$ cat src/rtl/fsm_calibration_multi.sv
// Multi-channel calibration sequencer. It arms on start, waits for a debounced fast-gate edge,
// skips a set number of phase edges, fires per-channel delayed pulses, then holds off.
//  state   | meaning
//  IDLE    | waiting for start rising edge
//  ARM     | waiting for fast-gate edge, timeout running
//  PHASE   | counting phase-reference edges
//  FIRE    | delay counter running, triggers pulsing
//  HOLDOFF | min spacing + detector-ready gate
//  DONE    | run complete, waiting for start low
//  ERROR   | fast-gate timeout, waiting for start low
module fsm_calibration_multi #(
  parameter int unsigned NUM_CH          = 4,
  parameter int unsigned CNT_W           = 16,
  parameter int unsigned DLY_W           = 12,
  parameter int unsigned PH_W            = 8,
  parameter int unsigned SYNC_STAGES     = 2,
  parameter int unsigned DEBOUNCE_CYCLES = 8,
  parameter int unsigned PULSE_CYCLES    = 4,
  parameter int unsigned HOLDOFF_CYCLES  = 1024,
  parameter int unsigned TIMEOUT_CYCLES  = 8_000_000
) (
  input  logic                    clock,
  input  logic                    reset,
  input  logic                    start_signal,
  input  logic                    fg_signal,
  input  logic                    phase_signal,
  input  logic                    detector_ready,
  input  logic [1:0]              mode,
  input  logic [CNT_W-1:0]        shot_count,
  input  logic [PH_W-1:0]         phase_skip,
  input  logic [NUM_CH*DLY_W-1:0] channel_delay,
  input  logic [NUM_CH-1:0]       channel_enable,
  output logic [NUM_CH-1:0]       output_trigger,
  output logic                    busy,
  output logic [2:0]              scenario_state,
  output logic [CNT_W-1:0]        counter_out,
  output logic                    timeout_error
);

  localparam int unsigned DBW = $clog2(DEBOUNCE_CYCLES + 1);

  typedef enum logic [2:0] {
    S_IDLE    = 3'd0,
    S_ARM     = 3'd1,
    S_PHASE   = 3'd2,
    S_FIRE    = 3'd3,
    S_HOLDOFF = 3'd4,
    S_DONE    = 3'd5,
    S_ERROR   = 3'd6
  } state_t;

  state_t                  state_q, state_d;
  logic [SYNC_STAGES-1:0][3:0] sync_q, sync_d;
  logic                    fg_db_q, fg_db_d;
  logic [DBW-1:0]          db_cnt_q, db_cnt_d;
  logic                    start_prev_q, fg_prev_q, ph_prev_q;
  logic [31:0]             tmr_q, tmr_d;
  logic [PH_W-1:0]         ph_cnt_q, ph_cnt_d;
  logic [1:0]              mode_q, mode_d;
  logic [CNT_W-1:0]        shots_q, shots_d;
  logic [PH_W-1:0]         skip_q, skip_d;
  logic [NUM_CH*DLY_W-1:0] dly_q, dly_d;
  logic [NUM_CH-1:0]       en_q, en_d;
  logic [CNT_W-1:0]        cnt_q, cnt_d;
  logic [NUM_CH-1:0]       trig_q, trig_d;
  logic                    busy_q, busy_d;
  logic                    tmo_q, tmo_d;

  logic start_s, fg_s, ph_s, rdy_s;
  logic start_rise, fg_rise, ph_rise;
  logic [DLY_W-1:0] max_d;
  logic any_en;
  logic [31:0] fire_end;
  logic [CNT_W-1:0] shots_eff;
  logic hold_met, tmo_hit;

  assign start_s = sync_q[SYNC_STAGES-1][0];
  assign fg_s    = sync_q[SYNC_STAGES-1][1];
  assign ph_s    = sync_q[SYNC_STAGES-1][2];
  assign rdy_s   = sync_q[SYNC_STAGES-1][3];

  assign start_rise = start_s & ~start_prev_q;
  assign fg_rise    = fg_db_q & ~fg_prev_q;
  assign ph_rise    = ph_s & ~ph_prev_q;

  always_comb begin
    sync_d   = {sync_q[SYNC_STAGES-2:0], {detector_ready, phase_signal, fg_signal, start_signal}};
    fg_db_d  = fg_db_q;
    db_cnt_d = '0;
    // fg level is only accepted after DEBOUNCE_CYCLES consecutive cycles of disagreement
    if (fg_s != fg_db_q) begin
      if (db_cnt_q == DBW'(DEBOUNCE_CYCLES - 1)) fg_db_d = fg_s;
      else                                       db_cnt_d = db_cnt_q + 1'b1;
    end
  end

  always_comb begin
    max_d  = '0;
    any_en = 1'b0;
    for (int i = 0; i < int'(NUM_CH); i++) begin
      if (en_q[i]) begin
        any_en = 1'b1;
        if (dly_q[i*DLY_W +: DLY_W] > max_d) max_d = dly_q[i*DLY_W +: DLY_W];
      end
    end
    fire_end  = any_en ? (32'(max_d) + 32'(PULSE_CYCLES)) : 32'd0;
    shots_eff = (shots_q == '0) ? CNT_W'(1) : shots_q;
    hold_met  = (HOLDOFF_CYCLES == 0) || (tmr_q >= 32'(HOLDOFF_CYCLES - 1));
    tmo_hit   = (TIMEOUT_CYCLES != 0) && (tmr_q == 32'(TIMEOUT_CYCLES - 1));
  end

  always_comb begin
    state_d  = state_q;
    ph_cnt_d = ph_cnt_q;
    cnt_d    = cnt_q;
    mode_d   = mode_q;
    shots_d  = shots_q;
    skip_d   = skip_q;
    dly_d    = dly_q;
    en_d     = en_q;
    unique case (state_q)
      S_IDLE: begin
        if (start_rise) begin
          state_d = S_ARM;
          cnt_d   = '0;
          mode_d  = mode;
          shots_d = shot_count;
          skip_d  = phase_skip;
          dly_d   = channel_delay;
          en_d    = channel_enable;
        end
      end
      S_ARM: begin
        if (!start_s) state_d = S_IDLE;
        else if (fg_rise) begin
          state_d  = S_PHASE;
          ph_cnt_d = '0;
        end else if (tmo_hit) state_d = S_ERROR;
      end
      S_PHASE: begin
        if (!start_s)                state_d = S_IDLE;
        else if (ph_cnt_q == skip_q) state_d = S_FIRE;
        else if (ph_rise)            ph_cnt_d = ph_cnt_q + 1'b1;
      end
      S_FIRE: begin
        if (tmr_q == fire_end) begin
          state_d = S_HOLDOFF;
          if (cnt_q != '1) cnt_d = cnt_q + 1'b1;
        end
      end
      S_HOLDOFF: begin
        if (hold_met && rdy_s) begin
          if (!start_s)            state_d = S_IDLE;
          else if (mode_q == 2'b10) state_d = S_ARM;
          else if (mode_q == 2'b01) state_d = (cnt_q >= shots_eff) ? S_DONE : S_ARM;
          else                     state_d = S_DONE;
        end
      end
      S_DONE, S_ERROR: begin
        if (!start_s) state_d = S_IDLE;
      end
      default: state_d = S_IDLE;
    endcase

    // One shared timer: restarts on every state change, so each state sees elapsed cycles from 0
    if (state_d != state_q) tmr_d = '0;
    else if (tmr_q != '1)   tmr_d = tmr_q + 32'd1;
    else                    tmr_d = tmr_q;

    busy_d = (state_d != S_IDLE);
    tmo_d  = (state_d == S_ERROR);
  end

  always_comb begin
    trig_d = '0;
    for (int i = 0; i < int'(NUM_CH); i++) begin
      trig_d[i] = (state_q == S_FIRE) && en_q[i]
                  && (tmr_q >= 32'(dly_q[i*DLY_W +: DLY_W]))
                  && (tmr_q <  32'(dly_q[i*DLY_W +: DLY_W]) + 32'(PULSE_CYCLES));
    end
  end

  always_ff @(posedge clock or negedge reset) begin
    if (!reset) begin
      state_q      <= S_IDLE;
      sync_q       <= '0;
      fg_db_q      <= 1'b0;
      db_cnt_q     <= '0;
      start_prev_q <= 1'b0;
      fg_prev_q    <= 1'b0;
      ph_prev_q    <= 1'b0;
      tmr_q        <= '0;
      ph_cnt_q     <= '0;
      mode_q       <= '0;
      shots_q      <= '0;
      skip_q       <= '0;
      dly_q        <= '0;
      en_q         <= '0;
      cnt_q        <= '0;
      trig_q       <= '0;
      busy_q       <= 1'b0;
      tmo_q        <= 1'b0;
    end else begin
      state_q      <= state_d;
      sync_q       <= sync_d;
      fg_db_q      <= fg_db_d;
      db_cnt_q     <= db_cnt_d;
      start_prev_q <= start_s;
      fg_prev_q    <= fg_db_q;
      ph_prev_q    <= ph_s;
      tmr_q        <= tmr_d;
      ph_cnt_q     <= ph_cnt_d;
      mode_q       <= mode_d;
      shots_q      <= shots_d;
      skip_q       <= skip_d;
      dly_q        <= dly_d;
      en_q         <= en_d;
      cnt_q        <= cnt_d;
      trig_q       <= trig_d;
      busy_q       <= busy_d;
      tmo_q        <= tmo_d;
    end
  end

  assign output_trigger = trig_q;
  assign busy           = busy_q;
  assign scenario_state = state_q;
  assign counter_out    = cnt_q;
  assign timeout_error  = tmo_q;

endmodule

$ cat config.mk
export PLATFORM = sky130hd
export DESIGN_NAME = fsm_calibration_multi
export DESIGN_NICKNAME = d
export VERILOG_FILES = /design/src/rtl/fsm_calibration_multi.sv
export SDC_FILE = /design/constraint.sdc
export NUM_CORES = 1
export LEC_CHECK = 0
export CAP_MARGIN = 20
export CORE_MARGIN = 5
export CORE_UTILIZATION = 59
export CTS_CLUSTER_DIAMETER = 60
export DETAILED_ROUTE_END_ITERATION = 6
export PLACE_DENSITY = 0.88
export SYNTH_ARGS = -nofsm -noshare
export SYNTH_HDL_FRONTEND = slang
export SYNTH_SLANG_ARGS = --single-unit
$ cat constraint.sdc
create_clock -name clock -period 11.8 [get_ports clock]
set_input_delay 1.18 -clock clock [delete_from_list [all_inputs] [get_ports clock]]
set_output_delay 1.18 -clock clock [all_outputs]
set_load 0.05 [all_outputs]
Fig. 1: run 1, M4 wires
Bar = 50 um.
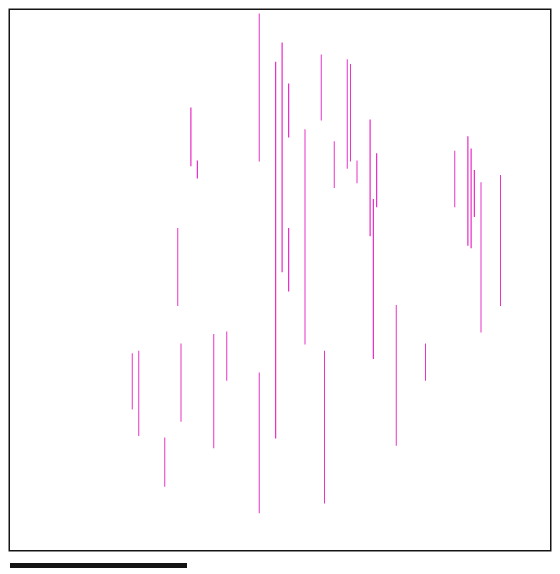
nets with wire on the layer: 28
share of all routed wire: 2.8%
wire length on this layer: 954 um
longest straight run: 106 um
vias: 10,886
WL final: 34.0 mm

Fig. 2: run 1, gate-type map
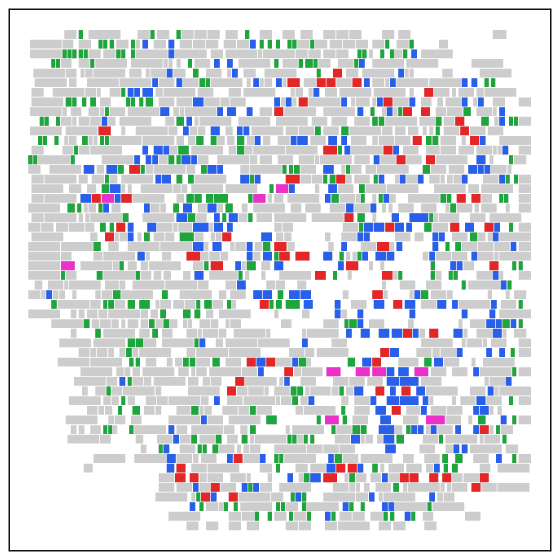
legend:
  AND-OR and OR-AND gates:
    color: red
    cells: 76
    most_used: a21o_1
  NAND gates:
    color: green
    cells: 284
    most_used: nand2_1
    where: widely spread
  inverting AOI/OAI gates:
    color: blue
    cells: 247
    most_used: o21ai_0
  multiplexers:
    color: magenta
    cells: 10
    most_used: mux2_2
Non-Filler Instances: 1,744
logic share of the area: 0.536
most numerous logic cell after layout: nand2_1

==> run summary, run 1 <==
Hold-fix buffers, CTS - 0
Non-clock buffer share of cell area - 0.0834
Die height - 152 um
And+or+nand+nor area frac - 0.209
Vias per cell - 6.24
YS chip area - 12,000 um2
Leak Pwr - 6.50 nW
Biggest register - dly_q
AO/OA Area Share - 0.177
Syn_nets - 1,616
Vias in the first global route - 10,626
Status - completed
Detail Route met3 WL - 2.12 mm
Critical path's most frequent cell - ha_1
Switching Fraction - 0.505
Seq share, synth - 0.332
Sequential Power Share - 0.244
Top Consumer - combinational logic
Maximum vdd drop - 0.000165 V
Registers, synthesis - 159
WHS - 0.352 ns
Worst path top cell family by delay - AND-OR/OR-AND gates
FF-to-FF path depth - 33
Placed cell area - 13,300 um2
Number of library cell types mapped by synthesis - 72
End of the critical path - counter_out[10]
Root buffer cell - clkbuf_16
First-pass GRT wire length - 55.3 mm
Area grow syn2layout - 15.9%
Registers - 159
Clock share of power - 0.156
Ys flop type - dfrtp_1
Internal - 0.00181 W
Die width - 152 um
CP Launch Point - dly_q[2]
Largest net degree at the start of global routing - 104
Biggest regs - dly_q: 48 flops, tmr_q: 32 flops
Yosys top cell by area - dfrtp_1
CLK BUF - 17
Top sig layer - met4
Synth top area cells - dfrtp_1, ha_1, nand2_1
Worst Hold Path EP - rdy_s
CTS sink count - 159
Max-area cell share - 0.332
Seq/total area - 0.287
WP depth - 33
Fmax - 0.0977 GHz
Num rows - 52
Net Switching - 0.00185 W
Final core occ - 0.690
Syn Std Cell Area - 12,000 um2
Slew Limit Fails - 0
Largest logic family - simple AND/OR/NAND/NOR gates
Clock insertion delay at the later pin of the skew report - 0.44 ns
Max stage delay cell, worst path - o31ai_2
Total gr overflow - 0
Setup-failing EPs final - 0
Dpl ws - 1.75 ns
Seq. cell area - 3980 um2
IO buf count - 108
Initial core utilization - 0.595
1st-iter DRT viols - 802
Startpoint kind of the worst setup timing path - register
Clock period minus worst slack - 10.24 ns
Final HPWL DP - 25.1 mm
Skew final - 0.0128 ns
# DRC - 0
Tool Warnings - 33
Total of max-cap violations - 0
CP required - 12.16 ns
Num ports - 109
Yosys cell count - 1,378
Repair and plain buffers - 118
Min setup slack post-route - 1.56 ns
Post-Synthesis Cells - 1,378
Hold Crit Start - sync_d[7]
Final nets - 1,699
XORs/XNORs by Area - 0.0633
Synth top cell by count - nand2_1
Met3 GRT Util - 0.0599
Non-clk invs - 94
M1 WL - 14.7 mm
Synth Area per Inst - 8.69 um2
R2r endpoint - counter_out[10]
Yosys warns - 0
Met2 Use GR - 0.484
Worst Tran Pin Value - 1.12 ns
RSZ-0062 raised after global routing - false
Synth mux share - 0.00941
Final Cycle Share - 0.868
Logic area - 7440 um2
Met2 routed WL - 16.2 mm
CTS tree - yes
Final Hold Vio Count - 0
Met1 Usage GRT - 0.382
Final Wtd Congestion - 0.973
Worst R2R Setup Slack - 1.56 ns
Kind of end point of the critical path - register
Power density over the cells - 264 nW/um2
Clk buf depth - 2
Number of enable flip-flop cells - 0
Hold WC Path Type - reg2reg
Remaining antenna violation count - 0
Headroom to the max-slew limit - 0.244
Fin area - 13,900 um2
FILL cells - 1,520
CP max stage delay - 0.87 ns
CP bufs+invs - 4
Layout cell share with drive strength beyond 1 - 0.0468
Clk pin slew, worst setup/hold paths - 0.08 ns
N_diodes - 0
Power in the clock group - 0.000571 W
Total die area - 23,200 um2
H-tree Lvls - 4
Total power - 0.00366 W
Drt pass-1 iters - 5
Critical path peak fanout - 31
Top cells by count, synth - nand2_1, dfrtp_1, ha_1, o21ai_0, inv_1
CP arrival - 10.59 ns
Placed cell count - 1,712
Tap cell count - 270
CTS resizes - 0
Core region area - 20,100 um2
Worst r2r src - dly_q[2]
Most frequently placed logic cells in the final layout - nand2_1, dfrtp_1, ha_1
P_comb - 0.00219 W
Total negative slack - 0 ns
Fa+ha+maj area frac - 0.161
Async set-reset flop share out of synthesis - 1.00
Max FFs per register - 48
Combinational power share - 0.599
Fig. 3: run 1, signal wires by layer
Two of the layers only.
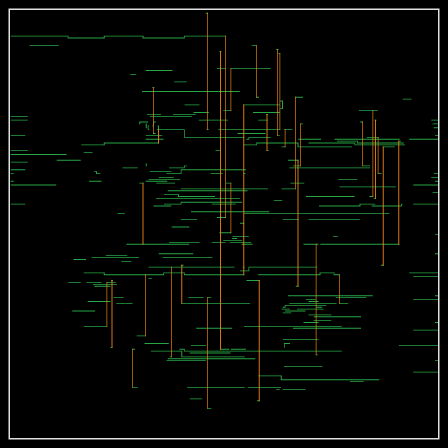
legend:
  met4:
    color: orange
    wire_length: 954 um
  met3:
    color: green
    wire_length: 2,120 um
Tot GR Track Use: 0.290
Routed wire per std cell: 19.5 um

## Run 2: what changed since run 1
- MAX_ROUTING_LAYER: unset -> met4
Fig. 4: run 2, routing congestion map
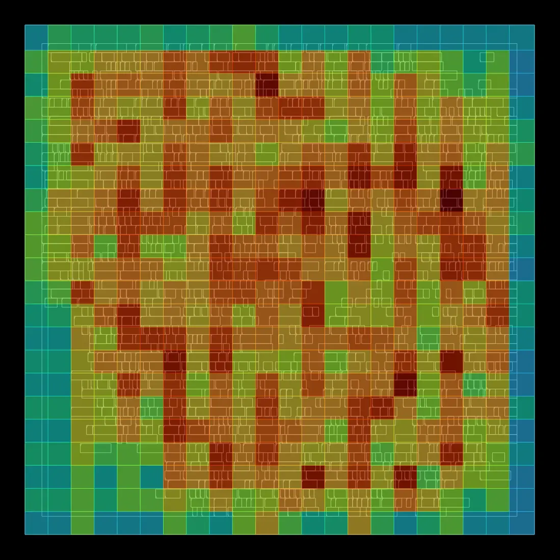
gr busiest metal: met2
met2 Use GR: 0.500

Fig. 5: run 2, signal wires by layer
Two of the layers only.
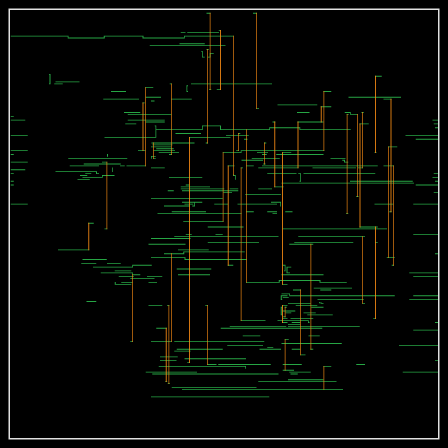
Tot GR Track Use: 0.309
Routed wire per std cell: 19.8 um
vias: 10,977
WL final: 34.5 mm

Fig. 6: run 2, M4 wires
Bar = 50 um.
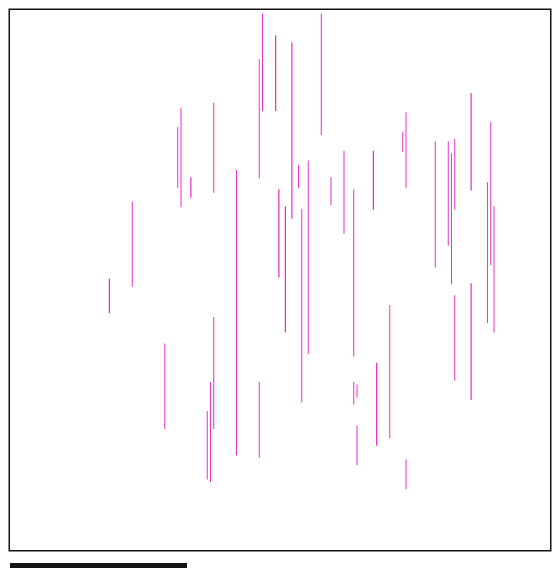
share of all routed wire: 3.4%
longest straight run: 80.2 um
main direction: vertical
nets with wire on the layer: 36

==> run summary, run 2 <==
CP bufs+invs - 4 (unchanged)
Total of max-cap violations - 0 (unchanged)
Critical path peak fanout - 31 (unchanged)
Synth top cell by count - nand2_1
Largest logic family - simple AND/OR/NAND/NOR gates
Maximum vdd drop - 0.000166 V (+1.1%)
Yosys top cell by area - dfrtp_1
Registers, synthesis - 159 (unchanged)
Non-clk invs - 94 (unchanged)
Clock insertion delay at the later pin of the skew report - 0.44 ns (about the same)
Most numerous logic cell after layout - nand2_1
Synth top area cells - dfrtp_1, ha_1, nand2_1
Sequential Power Share - 0.243 (about the same)
Logic share of the area - 0.534 (-0.00197)
Async set-reset flop share out of synthesis - 1.00 (unchanged)
Worst Tran Pin Value - 1.03 ns (-0.0877 ns)
CP max stage delay - 0.87 ns (about the same)
FILL cells - 1,547 (+1.8%)
Total gr overflow - 0 (unchanged)
N_diodes - 0 (unchanged)
WHS - 0.351 ns (-0.000939 ns)
Kind of end point of the critical path - register
Max-area cell share - 0.332 (unchanged)
Met2 routed WL - 16.4 mm (+1.2%)
Layout cell share with drive strength beyond 1 - 0.0487 (+0.00194)
Power density over the cells - 265 nW/um2 (+0.51%)
Syn Std Cell Area - 12,000 um2 (unchanged)
Dpl ws - 1.71 ns (-0.0420 ns)
RSZ-0062 raised after global routing - false
CP Launch Point - dly_q[2]
FF-to-FF path depth - 34 (+3.0%)
Final HPWL DP - 25.2 mm (+0.53%)
Worst path top cell family by delay - AND-OR/OR-AND gates
Seq/total area - 0.286 (-0.00106)
AO/OA Area Share - 0.177 (unchanged)
IO buf count - 108 (unchanged)
Most frequently placed logic cells in the final layout - nand2_1, dfrtp_1, ha_1
Clock share of power - 0.161 (+0.005)
Biggest regs - dly_q: 48 flops, tmr_q: 32 flops
Repair and plain buffers - 121 (+2.5%)
And+or+nand+nor area frac - 0.209 (unchanged)
Final core occ - 0.693 (+0.00255)
Drt pass-1 iters - 5 (unchanged)
Hold WC Path Type - reg2reg
Logic area - 7440 um2 (unchanged)
Non-Filler Instances - 1,747 (+0.17%)
Slew Limit Fails - 0 (unchanged)
Final Cycle Share - 0.875 (+0.00706)
Synth mux share - 0.00941 (unchanged)
Detail Route met3 WL - 2.46 mm (+16%)
Worst Hold Path EP - rdy_s
Total negative slack - 0 ns (unchanged)
Fa+ha+maj area frac - 0.161 (unchanged)
R2r endpoint - counter_out[13]
Seq. cell area - 3980 um2 (unchanged)
Syn_nets - 1,616 (unchanged)
Status - completed
Skew final - 0.0151 ns (+0.00234 ns)
YS chip area - 12,000 um2 (unchanged)
First-pass GRT wire length - 57.7 mm (+4.3%)
Num ports - 109 (unchanged)
CLK BUF - 17 (unchanged)
Final nets - 1,702 (+0.18%)
Placed cell area - 13,300 um2 (+0.11%)
Clock period minus worst slack - 10.32 ns (+0.0833 ns)
Setup-failing EPs final - 0 (unchanged)
Critical path's most frequent cell - ha_1
CP arrival - 10.67 ns (+0.08 ns)
WP depth - 34 (+3.0%)
Post-Synthesis Cells - 1,378 (unchanged)
Die width - 152 um (unchanged)
Switching Fraction - 0.506 (about the same)
H-tree Lvls - 4 (unchanged)
M1 WL - 14.5 mm (-1.2%)
Yosys warns - 0 (unchanged)
Num rows - 52 (unchanged)
Largest net degree at the start of global routing - 105 (+0.96%)
Synth Area per Inst - 8.69 um2 (unchanged)
Root buffer cell - clkbuf_16
Hold-fix buffers, CTS - 0 (unchanged)
Ys flop type - dfrtp_1
Vias in the first global route - 11,195 (+5.4%)
Number of enable flip-flop cells - 0 (unchanged)
# DRC - 0 (unchanged)
Remaining antenna violation count - 0 (unchanged)
Hold Crit Start - sync_d[7]
Clk pin slew, worst setup/hold paths - 0.08 ns (about the same)
Biggest register - dly_q
Fmax - 0.0969 GHz (-0.81%)
Combinational power share - 0.595 (-0.004)
Registers - 159 (unchanged)
Max FFs per register - 48 (unchanged)
Total power - 0.00369 W (+0.88%)
Met3 GRT Util - 0.0491 (-0.0108)
CTS tree - yes
Total die area - 23,200 um2 (unchanged)
Met1 Usage GRT - 0.401 (+0.0198)
Placed cell count - 1,714 (+0.12%)
Worst r2r src - dly_q[2]
Number of library cell types mapped by synthesis - 72 (unchanged)
Max stage delay cell, worst path - o31ai_2
Final Wtd Congestion - 0.979 (+0.62%)
Final Hold Vio Count - 0 (unchanged)
CP required - 12.15 ns (about the same)
Top sig layer - met4
No activity file was given, so power comes from the tool's default toggle rates.
